**Run 1: signal wires by layer**

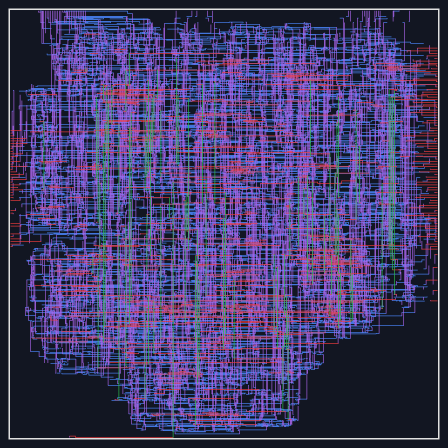
**Run 1: sequential cells coloured by netlist name**

Other sequential cells in the stronger grey, the rest of the logic in the fainter grey.
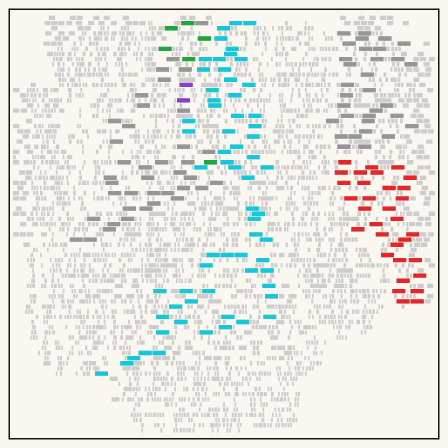
**Run 1: gate families picked out**

The bar under the picture is 50 um long.
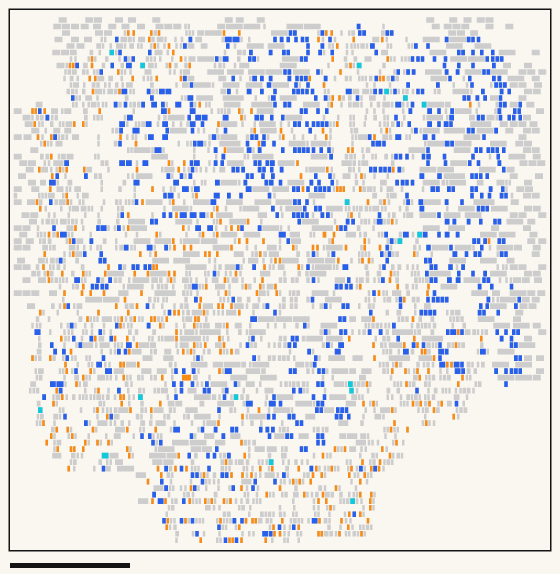
File: config.mk
export PLATFORM = sky130hd
export DESIGN_NAME = muldiv_unit
export DESIGN_NICKNAME = d
export VERILOG_FILES = /design/src/rtl/muldiv_unit.sv
export SDC_FILE = /design/constraint.sdc
export NUM_CORES = 1
export LEC_CHECK = 0
export ABC_AREA = 1
export CORE_MARGIN = 1
export CORE_UTILIZATION = 35
export CTS_BUF_LIST = sky130_fd_sc_hd__clkbuf_16
export DETAILED_ROUTE_END_ITERATION = 8
export GPL_TIMING_DRIVEN = 0
export PLACE_DENSITY = 0.58
export SETUP_SLACK_MARGIN = 0.15
export SYNTH_ARGS = -nofsm -noshare
export SYNTH_HDL_FRONTEND = slang
export SYNTH_SLANG_ARGS = --single-unit
File: constraint.sdc
create_clock -name clk -period 5.75 [get_ports clk]
set_input_delay 1.15 -clock clk [delete_from_list [all_inputs] [get_ports clk]]
set_output_delay 1.15 -clock clk [all_outputs]
set_load 0.03 [all_outputs]
File: src/rtl/muldiv_unit.sv
// rtl/muldiv_unit.sv - iterative multiply/divide unit owning the HI/LO registers
//
// Purpose:
//   Runs MULTU/MULT/DIVU/DIV over WIDTH iterations (radix-2 shift-add and
//   restoring shift-subtract on operand magnitudes). A final FIX cycle applies
//   sign correction and writes HI/LO in one step, so HI/LO never show partial
//   results. MTHI/MTLO writes are also accepted while idle.
//
// Ports:
//   clk          rising-edge clock
//   rst          synchronous, active-high reset
//   start        request a new operation (sampled only while idle)
//   op           00 MULTU, 01 MULT, 10 DIVU, 11 DIV
//   a, b         rs / rt operands
//   hi_we, lo_we MTHI / MTLO write strobes (idle only, start has priority)
//   wdata        MTHI / MTLO data
//   busy         operation in progress
//   done         one-cycle pulse when HI/LO were just written by mult/div
//   div_by_zero  last division had b==0; cleared by the next accepted start
//   hi, lo       architectural HI / LO registers

module muldiv_unit #(
  parameter int WIDTH = 32,
  parameter int CNT_W = 6
) (
  input  logic             clk,
  input  logic             rst,
  input  logic             start,
  input  logic [1:0]       op,
  input  logic [WIDTH-1:0] a,
  input  logic [WIDTH-1:0] b,
  input  logic             hi_we,
  input  logic             lo_we,
  input  logic [WIDTH-1:0] wdata,
  output logic             busy,
  output logic             done,
  output logic             div_by_zero,
  output logic [WIDTH-1:0] hi,
  output logic [WIDTH-1:0] lo
);

  typedef enum logic [1:0] {
    S_IDLE = 2'd0,
    S_RUN  = 2'd1,
    S_FIX  = 2'd2
  } state_t;

  state_t r_state;
  state_t w_state_nxt;

  logic [CNT_W-1:0]   r_cnt;
  logic [2*WIDTH-1:0] r_acc;       // mul: {partial product, multiplier}; div: {remainder, dividend/quotient}
  logic [WIDTH-1:0]   r_m;         // mul: |multiplicand|; div: |divisor|
  logic               r_is_div;
  logic               r_sa;
  logic               r_sb;
  logic               r_dbz_pend;
  logic               r_busy;
  logic               r_done;
  logic               r_div_by_zero;
  logic [WIDTH-1:0]   r_hi;
  logic [WIDTH-1:0]   r_lo;

  logic               w_accept;
  logic               w_last;
  logic               w_a_neg;
  logic               w_b_neg;
  logic [WIDTH-1:0]   w_a_mag;
  logic [WIDTH-1:0]   w_b_mag;
  logic [WIDTH:0]     w_mul_sum;
  logic [2*WIDTH-1:0] w_mul_nxt;
  logic [WIDTH:0]     w_div_sh;
  logic [WIDTH:0]     w_div_diff;
  logic [2*WIDTH-1:0] w_div_nxt;
  logic               w_neg_res;
  logic [2*WIDTH-1:0] w_prod;
  logic [WIDTH-1:0]   w_quo;
  logic [WIDTH-1:0]   w_rem;

  assign w_accept = (r_state == S_IDLE) && start;
  assign w_last   = (r_cnt == CNT_W'(WIDTH - 1));

  // op[0] marks the signed variants; unsigned ops never see a sign flag.
  assign w_a_neg = op[0] & a[WIDTH-1];
  assign w_b_neg = op[0] & b[WIDTH-1];
  assign w_a_mag = w_a_neg ? -a : a;
  assign w_b_mag = w_b_neg ? -b : b;

  // Shift-add: add multiplicand into the upper half when the current
  // multiplier bit is set, keeping the carry, then shift right by one.
  assign w_mul_sum = {1'b0, r_acc[2*WIDTH-1:WIDTH]} + {1'b0, r_m};
  assign w_mul_nxt = r_acc[0] ? {w_mul_sum, r_acc[WIDTH-1:1]}
                              : {1'b0, r_acc[2*WIDTH-1:1]};

  // Restoring divide: remainder shifted left with the next dividend bit.
  // The remainder stays below the divisor, so the borrow bit of the
  // difference alone tells whether the subtraction fits.
  assign w_div_sh   = r_acc[2*WIDTH-1:WIDTH-1];
  assign w_div_diff = w_div_sh - {1'b0, r_m};
  assign w_div_nxt  = w_div_diff[WIDTH] ? {r_acc[2*WIDTH-2:0], 1'b0}
                                        : {w_div_diff[WIDTH-1:0], r_acc[WIDTH-2:0], 1'b1};

  // Sign correction. With b==0 the restoring loop leaves |a| as the
  // remainder, so negating by sign(a) recovers the raw a for HI.
  assign w_neg_res = r_sa ^ r_sb;
  assign w_prod    = w_neg_res ? -r_acc : r_acc;
  assign w_quo     = w_neg_res ? -r_acc[WIDTH-1:0] : r_acc[WIDTH-1:0];
  assign w_rem     = r_sa ? -r_acc[2*WIDTH-1:WIDTH] : r_acc[2*WIDTH-1:WIDTH];

  always_ff @(posedge clk) begin
    if (rst) begin
      r_state <= S_IDLE;
    end else begin
      r_state <= w_state_nxt;
    end
  end

  always_comb begin
    w_state_nxt = r_state;
    case (r_state)
      S_IDLE:  if (start)  w_state_nxt = S_RUN;
      S_RUN:   if (w_last) w_state_nxt = S_FIX;
      S_FIX:   w_state_nxt = S_IDLE;
      default: w_state_nxt = S_IDLE;
    endcase
  end

  always_ff @(posedge clk) begin
    if (rst) begin
      r_cnt         <= '0;
      r_acc         <= '0;
      r_m           <= '0;
      r_is_div      <= 1'b0;
      r_sa          <= 1'b0;
      r_sb          <= 1'b0;
      r_dbz_pend    <= 1'b0;
      r_busy        <= 1'b0;
      r_done        <= 1'b0;
      r_div_by_zero <= 1'b0;
      r_hi          <= '0;
      r_lo          <= '0;
    end else begin
      r_done <= 1'b0;
      case (r_state)
        S_IDLE: begin
          if (w_accept) begin
            r_is_div      <= op[1];
            r_sa          <= w_a_neg;
            r_sb          <= w_b_neg;
            r_dbz_pend    <= op[1] && (b == '0);
            r_m           <= op[1] ? w_b_mag : w_a_mag;
            r_acc         <= {{WIDTH{1'b0}}, (op[1] ? w_a_mag : w_b_mag)};
            r_cnt         <= '0;
            r_busy        <= 1'b1;
            r_div_by_zero <= 1'b0;
          end else begin
            if (hi_we) r_hi <= wdata;
            if (lo_we) r_lo <= wdata;
          end
        end
        S_RUN: begin
          r_acc <= r_is_div ? w_div_nxt : w_mul_nxt;
          r_cnt <= r_cnt + 1'b1;
        end
        S_FIX: begin
          if (r_is_div) begin
            r_hi <= w_rem;
            r_lo <= r_dbz_pend ? {WIDTH{1'b1}} : w_quo;
          end else begin
            r_hi <= w_prod[2*WIDTH-1:WIDTH];
            r_lo <= w_prod[WIDTH-1:0];
          end
          if (r_dbz_pend) r_div_by_zero <= 1'b1;
          r_done <= 1'b1;
          r_busy <= 1'b0;
        end
        default: begin
          r_busy <= 1'b0;
        end
      endcase
    end
  end

  assign busy        = r_busy;
  assign done        = r_done;
  assign div_by_zero = r_div_by_zero;
  assign hi          = r_hi;
  assign lo          = r_lo;

endmodule

==> flow_summary.ini, run 1 <==
; generated from flow reports
[critical_path]
cp.arrival_ps = 3920
worst-path-max-fanout = 5
cp_slowest_cell = clkdlybuf4s50_1
endpoint_kind = register
worstReg2RegEnd = r_acc[52]$_SDFFE_PP0P_

[min_path]
hp-class = reg -> reg
hold_path_startpoint = r_cnt[4]$_SDFFE_PP0P_

[flow_run]
tool_warnings = 26

[floorplan]
fp_util = 0.3568
rows = 81
die_y_um = 225.9
chipWidth_um = 225.9

[outcome]
status = completed

[logic_synthesis]
most_common_cell = nand2_1
yosysChipArea_um2 = 17540
yosysCellCount = 3112
edf_count = 0
yosysWarnings = 0
ff_type = dfxtp_1
topCellsByArea = dfxtp_1 20%, nand2_1 18%, a21oi_1 9.4%, inv_1 8.7%, nand3_1 8.5%
yosysUniqueCellTypes = 54

[cells_and_area]
lay_top_cells = 828 x nand2_1, 406 x inv_1, 328 x a21oi_1
finalNetCount = 3472
lay_top_count = nand2_1
drive_gt1_frac = 0.03201

[global_routing]
antenna_found_initial = 0
grt.overflow.total = 0

[pwr]
p_comb_frac = 0.484
p_clk_frac = 0.224
p_leak_nw = 9.422
internal_power_mw = 2.680

[final_timing]
final-hold-violation-count = 0
setup_viol = 0
worst_pin_slew_ps = 927.1
tns_ps = 0
whs_ps = 483.2
rsz0062_at_grt = false

[clock_tree]
cts_buffer_depth = 2
cts_setup_buffers = 0
cts_tree = yes
htree_num_levels = 4
clk_latency_ps = 460
clkTransAtPathRegs_ps = 80

[drt]
drc = 0
## Picture notes: 'signal wires by layer'
purple -> metal 2  # wire length 36.8 mm
blue -> metal 1  # wire length 36.5 mm
red -> metal 3  # wire length 7190 um
green -> metal 4  # wire length 3880 um
Total GRT Usage: 0.3269
via count: 21810
routed wire length per instance: 21.23 um
drt total wl: 84380 um

## Picture notes: 'sequential cells coloured by netlist name'
cyan -> `r_acc`  # placed flops 64, where a vertical strip down the middle
red -> `hi`  # placed flops 32, where east
purple -> `r_state`  # placed flops 2
green -> `r_cnt`  # placed flops 6, where north
not coloured = 71

## Picture notes: 'gate families picked out'
orange -> inverters  # cells 415, most used inv_1
cyan -> AND and OR gates  # cells 17, most used or2_2
blue -> inverting AOI/OAI gates  # cells 733, most used a21oi_1, where all over the die

[run 1: final cells by class]
| class | instances | area [um^2] | share of cell area |
|---|---|---|---|
| repair buffers | 167 | 1672 | 0.08113 |
| inverters | 415 | 1567 | 0.07603 |
| multi-input cells | 2394 | 11940 | 0.5792 |
| clock buffers | 17 | 425.4 | 0.02065 |
| well taps | 664 | 830.8 | 0.04032 |
| plain buffers | 128 | 534.3 | 0.02593 |
| flip-flops and latches | 175 | 3503 | 0.1700 |
| clock inverters | 15 | 137.6 | 0.006680 |
[run 1: power by group through the flow]
stage                     clock network (mW)  logic [mW]  registers (mW)
final                                   1.15        2.48            1.50
after global routing                    1.19        2.71            1.50
after CTS                               1.14        2.43            1.49
after detailed placement                   0        2.42            1.52
after global placement                     0        2.43            1.52
after floorplan                            0        1.52            1.53
[run 1: logic make-up (layout without fill, tap and decap cells)]
family,Yosys count,after routing,share of synthesized area
flip-flops,175,175,0.1997
XOR/XNOR,73,73,0.03645
adder cells (fa/ha/maj),71,71,0.05151
AND/OR/NAND/NOR,1511,1511,0.3657
buffers and inverters,543,742,0.1198
AND-OR/OR-AND,739,739,0.2269
[run 1: worst register-to-register path, cell delays in order (launching register included)]
cell and delay, ps:
dfxtp_1 470, inv_1 170, ha_1 260, fa_1 400
inv_1 70, nand2_1 40, nand2_1 110, nand3_1 100
nand2_2 170, nand2_1 90, nand2_2 100, nand2_4 90
nand2_2 100, nand2_4 100, nand2_8 120, buf_6 180
nand3_1 230, nand3_1 140, nand2_1 80, a21oi_2 110
[run 1: metrics by stage]
| step | setup WS, ps | total power [mW] | cells | cell area (um^2) |
|---|---|---|---|---|
| after floorplan | 3018 | 3.043 | 3112 | 17540 |
| after global placement | 1711 | 3.946 | 3943 | 20040 |
| after detailed placement | 1776 | 3.936 | 3943 | 20040 |
| after CTS | 2243 | 5.062 | 3975 | 20600 |
| after global routing | 1930 | 5.406 | 3975 | 20600 |
| final | 2162 | 5.130 | 3975 | 20600 |
[run 1: routing by layer]
| layer | global-route usage | routed length (um) | part of all wire | vias up |
|---|---|---|---|---|
| met5 | 0 | 0 | 0 | - |
| met4 | 0.1440 | 3883 | 0.046 | 0 |
| met3 | 0.05074 | 7189 | 0.085 | 171 |
| met2 | 0.5201 | 36810 | 0.44 | 1087 |
| met1 | 0.4339 | 36490 | 0.43 | 9966 |
| li1 | - | - | - | 10580 |
[run 1: flip-flops by register name (all words and copies together), names as in the netlist, 2 cells and up]
signal	flops
r_acc	64
r_cnt	6
hi	32
r_state	2
lo	32
r_m	32
[run 1: how the worst max path moves through the flow]
stage          depth (start not counted)                      to  start  slack, ps
5_1_grt                               12  r_acc[16]$_SDFFE_PP0P_   a[0]       1930
6_report                              12  r_acc[16]$_SDFFE_PP0P_   a[0]       2160
3_3_place_gp                          12  r_acc[16]$_SDFFE_PP0P_   a[0]       1710
2_1_floorplan                         13  r_acc[24]$_SDFFE_PP0P_   a[1]       3020
3_5_place_dp                          12  r_acc[16]$_SDFFE_PP0P_   a[0]       1780
4_1_cts                               12  r_acc[16]$_SDFFE_PP0P_   a[0]       2240
==> run 2: changes to the inputs <==
==> constraint.sdc (replaced) <==
create_clock -name clk -period 3.7 [get_ports clk]
set_input_delay 0.74 -clock clk [delete_from_list [all_inputs] [get_ports clk]]
set_output_delay 0.74 -clock clk [all_outputs]
set_load 0.03 [all_outputs]
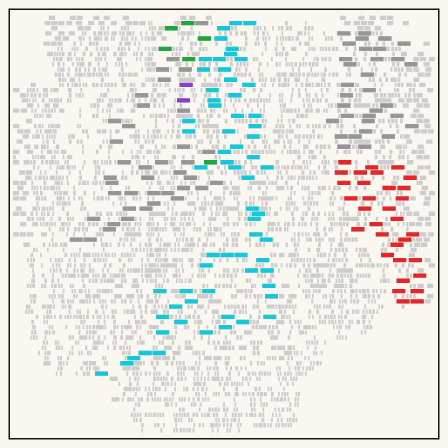
**Above:** run 2 (sequential cells coloured by netlist name).
Other sequential cells in the stronger grey, the rest of the logic in the fainter grey.
red -> `hi`  # placed flops 32, where east
green -> `r_cnt`  # placed flops 6, where north
purple -> `r_state`  # placed flops 2
cyan -> `r_acc`  # placed flops 64, where a vertical strip down the middle
not coloured = 71
Seq/total area: 0.1700
final core utilization: 0.4192
FF+latch area: 3503 um^2

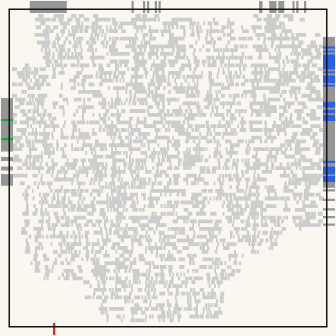
**Above:** run 2 (I/O pins on the die edge).
Pins as bars across the die edge, other pins in grey.
blue -> `wdata`  # pins 32, direction input, edge east
green -> `op`  # pins 2, direction input, edge west
red -> `clk`  # pins 1, direction input, edge south
all pins by edge = 84 east, 47 north, 38 west, 1 south

==> run 2 against run 1 <==
  * Combinational power is 56% higher
  * Global-route usage stayed put
  * Utilization stayed put
  * Area after synthesis stayed put
  * Worst hold slack stayed put
  * Critical endpoint is now r_acc[52]$_SDFFE_PP0P_
  * Largest cell class unchanged
  * Highest routed layer unchanged
==> flow_summary.ini, run 2 <==
; generated from flow reports
[outcome]
status = completed

[cells_and_area]
top_register = r_acc
logic_area_um2 = 11940
fin_cells = 3975
lay_top_count = nand2_1

[global_routing]
antenna_found_initial = 0

[final_timing]
setup_viol = 0
worst_pin_slew_ps = 927.1

[logic_synthesis]
yosysChipArea_um2 = 17540
edf_count = 0

[critical_path]
cp.arrival_ps = 3600
worstReg2RegEnd = r_acc[52]$_SDFFE_PP0P_
worst-path-max-fanout = 10
crit_path_end = r_acc[52]$_SDFFE_PP0P_
endpoint_kind = register

[clock_tree]
cts_setup_buffers = 0

[floorplan]
die_y_um = 225.9

[pwr]
p_leak_nw = 9.422

[flow_run]
tool_warnings = 26

[drt]
wirelength_um = 84380
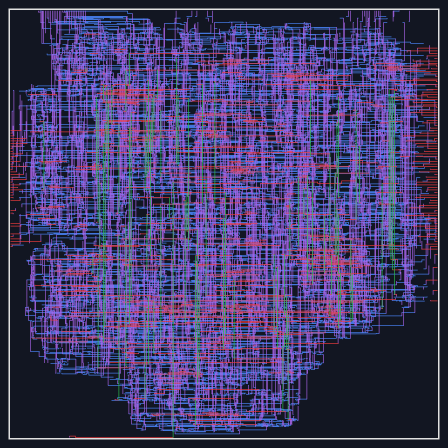
**Above:** run 2 (signal wires by layer).

-- run 2: cell counts after synthesis --
Identical to the previous run, type by type.
-- run 2: how the worst min path moves through the flow --
stage                                     start               endpoint  slack (ps)  cells after the start
after floorplan           r_cnt[5]$_SDFFE_PP0P_  r_cnt[5]$_SDFFE_PP0P_         450                      2
after global placement    r_cnt[5]$_SDFFE_PP0P_  r_cnt[5]$_SDFFE_PP0P_         470                      2
after detailed placement  r_cnt[5]$_SDFFE_PP0P_  r_cnt[5]$_SDFFE_PP0P_         470                      2
after CTS                 r_cnt[5]$_SDFFE_PP0P_  r_cnt[5]$_SDFFE_PP0P_         490                      2
after global routing      r_cnt[5]$_SDFFE_PP0P_  r_cnt[5]$_SDFFE_PP0P_         490                      2
final                     r_cnt[4]$_SDFFE_PP0P_  r_cnt[4]$_SDFFE_PP0P_         480                      2
-- run 2: worst reg2reg max path, stage by stage, from the launching register on --
cell     delay [ps]
dfxtp_1         470
inv_1           170
ha_1            260
fa_1            400
inv_1            70
nand2_1          40
nand2_1         110
nand3_1         100
nand2_2         170
nand2_1          90
nand2_2         100
nand2_4          90
nand2_2         100
nand2_4         100
nand2_8         120
buf_6           180
nand3_1         230
nand3_1         140
nand2_1          80
a21oi_2         110
-- run 2: report_power, final --
group | internal [mW] | total, mW | switching, mW
sequential | 2.06 | 2.33 | 0.267
clock | 0.882 | 1.79 | 0.904
combinational | 1.22 | 3.86 | 2.64
total | 4.17 | 7.97 | 3.81
-- run 2: area by class of cell --
class	count	area share
Buffer	128	0.02593
Clock buffer	17	0.02065
Clock inverter	15	0.006680
Inverter	415	0.07603
Multi-Input combinational cell	2394	0.5792
Sequential cell	175	0.1700
Tap cell	664	0.04032
Timing Repair Buffer	167	0.08113
-- run 2: cell families after synthesis --
logic type | Yosys count | synth area share
DFF | 175 | 0.1997
buffers and inverters | 543 | 0.1198
adders and majority gates | 71 | 0.05151
AOI/OAI and AO/OA | 739 | 0.2269
xor gates and xnor gates | 73 | 0.03645
and+or+nand+nor | 1511 | 0.3657
-- run 2: layer usage --
layer / GRT usage / up-vias / wire length [um]
met3: 0.05074 / 171 / 7189
met4: 0.1440 / 0 / 3883
li1: - / 10580 / -
met1: 0.4339 / 9966 / 36490
met2: 0.5201 / 1087 / 36810
met5: 0 / - / 0
-- run 2: stage by stage --
stage	total power, mW	utilization	hold slack, ps	setup slack, ps	area, um^2
CTS	7.867	0.4192	486.1	602.6	20600
finish	7.973	0.4192	483.2	499.0	20600
detailed placement	6.117	0.4077	474.7	136.4	20040
global placement	6.132	0.4077	470.2	70.64	20040
global route	8.402	0.4192	492.4	290.0	20600
floorplan	4.730	-	454.2	1305	17540
==> run 3: changes to the inputs <==
--- a/config.mk
+++ b/config.mk
@@ -5,14 +5,15 @@
 export SDC_FILE = /design/constraint.sdc
 export NUM_CORES = 1
 export LEC_CHECK = 0
-export ABC_AREA = 1
 export CORE_MARGIN = 1
 export CORE_UTILIZATION = 35
 export CTS_BUF_LIST = sky130_fd_sc_hd__clkbuf_16
 export DETAILED_ROUTE_END_ITERATION = 8
 export GPL_TIMING_DRIVEN = 0
-export PLACE_DENSITY = 0.58
+export MAX_ROUTING_LAYER = met4
+export PLACE_DENSITY = 0.59
 export SETUP_SLACK_MARGIN = 0.15
+export SLEW_MARGIN = 20
 export SYNTH_ARGS = -nofsm -noshare
 export SYNTH_HDL_FRONTEND = slang
 export SYNTH_SLANG_ARGS = --single-unit
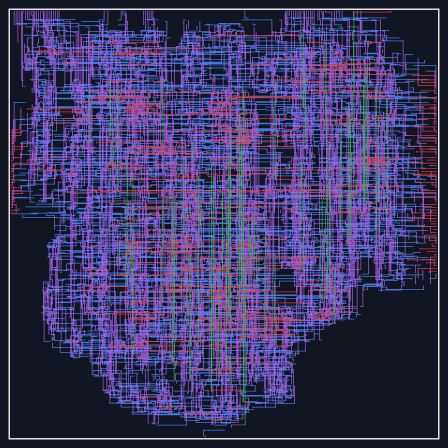
**Above:** run 3 (signal wires by layer).
green -> metal 4  # wire length 2950 um
blue -> metal 1  # wire length 30.0 mm
red -> metal 3  # wire length 5650 um
purple -> metal 2  # wire length 29.8 mm

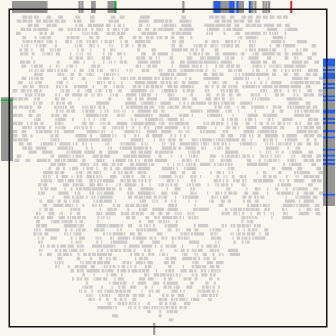
**Above:** run 3 (I/O pins on the die edge).
Pins as bars across the die edge, other pins in grey.
Die Y-Extent: 210.1 um
die width: 210.1 um
Buffers on Ports: 168

==> run 3 against run 2 <==
  * Wire length is 19% lower
  * Critical path depth is 5 lower
  * Power is 14% lower
  * Clock skew is 3.0 ps higher
  * Setup slack worse by 280 ps
  * Clock power is 13% higher
  * Critical endpoint is now r_acc[55]$_SDFFE_PP0P_
==> flow_summary.ini, run 3 <==
; generated from flow reports
[logic_synthesis]
ys_async_sr_fraction = 0
simple_gate_share = 0.2079
yosysWarnings = 0
netlist_logic_family_top = AND-OR/OR-AND gates
yosysUniqueCellTypes = 80
xor_share = 0.09883
most_common_cell = a21oi_1
ys_sh_mux = 0.03063
yosysChipArea_um2 = 15150
topCellsByArea = dfxtp_1 23%, a21oi_1 7.7%, ha_1 5.7%, nand2_1 5.5%, nor2_1 5.4%
edf_count = 0
yosysCellCount = 2089
ff_type = dfxtp_1

[critical_path]
endpoint_kind = register
worst-path-max-fanout = 6

[clock_tree]
clk_latency_ps = 460
cts_tree = yes
clkTransAtPathRegs_ps = 80
htree_num_levels = 4
cts_buffer_depth = 2

[floorplan]
rows = 75
fp_util = 0.3581

[cells_and_area]
fin_area_um2 = 18730
final_core_util = 0.4425
finalNetCount = 2472
top_register = r_acc
drive_gt1_frac = 0.06970
area_growth_pct = 23.58
lay_top_cells = 229 x a21oi_1, 223 x nand2_1, 215 x nor2_1

[drt]
num_vias = 17580
drc = 0
routedWlPerCell_um = 23.69

[outcome]
status = completed

[global_routing]
grt.total_usage = 0.3076
antenna_found_initial = 1

[final_timing]
worst_pin_slew_ps = 1054

[pwr]
p_leak_nw = 6.834

[min_path]
hp-class = reg -> reg
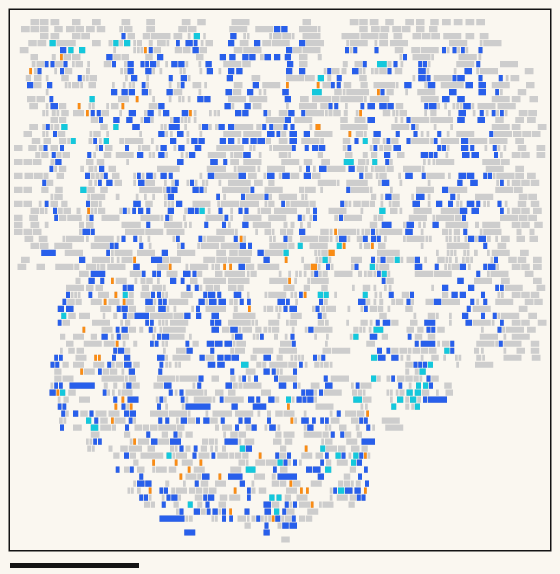
**Above:** run 3 (gate families picked out).
The bar under the picture is 50 um long.
orange -> inverters  # cells 65, most used inv_1
blue -> inverting AOI/OAI gates  # cells 660, most used a21oi_1, where all over the die
cyan -> AND and OR gates  # cells 67, most used or4_1, where all over the die
most frequent logic cell in the layout: a21oi_1
Layout Cells excl Fill: 2887

## run 3: cell types whose count changed after synthesis, sizes merged, moves of 63 or more
| cell | change |
|---|---|
| nand3 | -263 |
| a211oi | +92 |
| o21ai | -173 |
| a21oi | -102 |
| nand2 | -615 |
| xnor2 | +63 |
| inv | -348 |
## run 3: routing by layer
metal,vias up,share of wire,global-route usage,wire length [um]
li1,8070,-,-,-
met5,-,0,-,0
met1,8406,0.44,0.4157,30040
met3,142,0.083,0.03427,5651
met4,0,0.043,0.1251,2945
met2,960,0.44,0.4656,29760
## run 3: area by class of cell
| class | count | area [um^2] |
|---|---|---|
| Buffer | 164 | 676.9 |
| Clock inverter | 14 | 200.2 |
| Multi-Input combinational cell | 1685 | 11080 |
| Tap cell | 577 | 721.9 |
| Sequential cell | 175 | 3522 |
| Clock buffer | 17 | 425.4 |
| Inverter | 65 | 254.0 |
| Fill cell | 4294 | 23590 |
| Timing Repair Buffer | 190 | 1848 |
## run 3: metrics by stage
step                hold slack [ps]  instances  setup slack [ps]  power, mW
finish                        450.6       2887             220.3      6.880
global route                  470.1       2887             136.7      7.112
CTS                           454.2       2871             152.3      6.703
detailed placement            443.6       2835            -848.4      4.672
global placement              445.4       2834            -858.8      4.656
floorplan                     448.6       2089             258.5      3.754
## run 3: worst max-delay path, stage by stage (launching register included)
cell	delay (ps)
dfxtp_4	420
clkinvlp_4	160
fa_2	430
nand2b_4	170
a21oi_4	140
o211ai_1	110
buf_4	170
a41oi_4	300
a31oi_4	180
mux2i_4	240
or2_4	270
buf_6	130
nand2_1	210
o221ai_1	190
o31ai_1	270
## run 3: kinds of logic (layout without fill, tap and decap cells)
logic type	count (synthesis)	after routing
buf+inv	229	450
compound gates	724	724
simple gates	674	674
fa+ha+maj	71	71
mux	45	45
xor+xnor	171	171
flops	175	175
## run 3: repair_timing
action | CTS | global route
pin swaps | 8 | 20
hold buffers | 0 | 0
resized | 35 | 68
setup endpoints to repair | 42 | 50
setup buffers | 5 | 15
gates cloned | 0 | 1
## run 3: path summary, 6_finish.rpt
kind | startpoint | endpoint | slack [ps] | cells past startpoint
max | r_acc[32]$_SDFFE_PP0P_ | r_acc[55]$_SDFFE_PP0P_ | 220 | 14
min | lo[2]$_SDFFE_PP0P_ | lo[2]$_SDFFE_PP0P_ | 450 | 2
max reg2reg | r_acc[32]$_SDFFE_PP0P_ | r_acc[55]$_SDFFE_PP0P_ | 220 | 14
min reg2reg | lo[2]$_SDFFE_PP0P_ | lo[2]$_SDFFE_PP0P_ | 450 | 2
## run 3: power breakdown
part / internal [mW] / switching, mW
registers: 2.00 / 0.150
clock network: 1.09 / 0.929
logic: 1.00 / 1.71

==> layout pictures side by side <==
Clock wiring as the flow saved it.
(a)
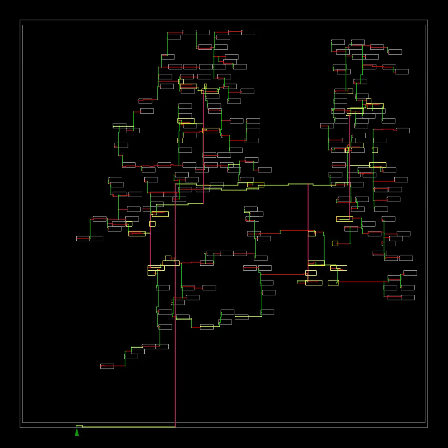
(b)
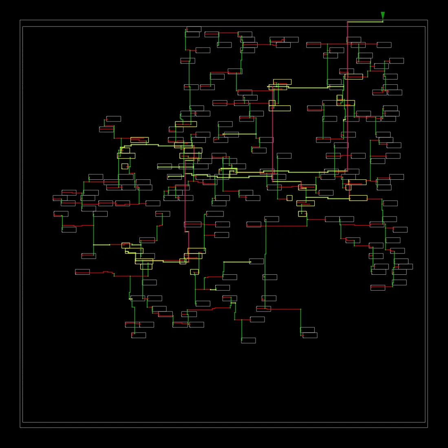
For run 1, see (a).
For run 3, see (b).

Power figures rest on the tool's default switching activity, not on a simulated workload.
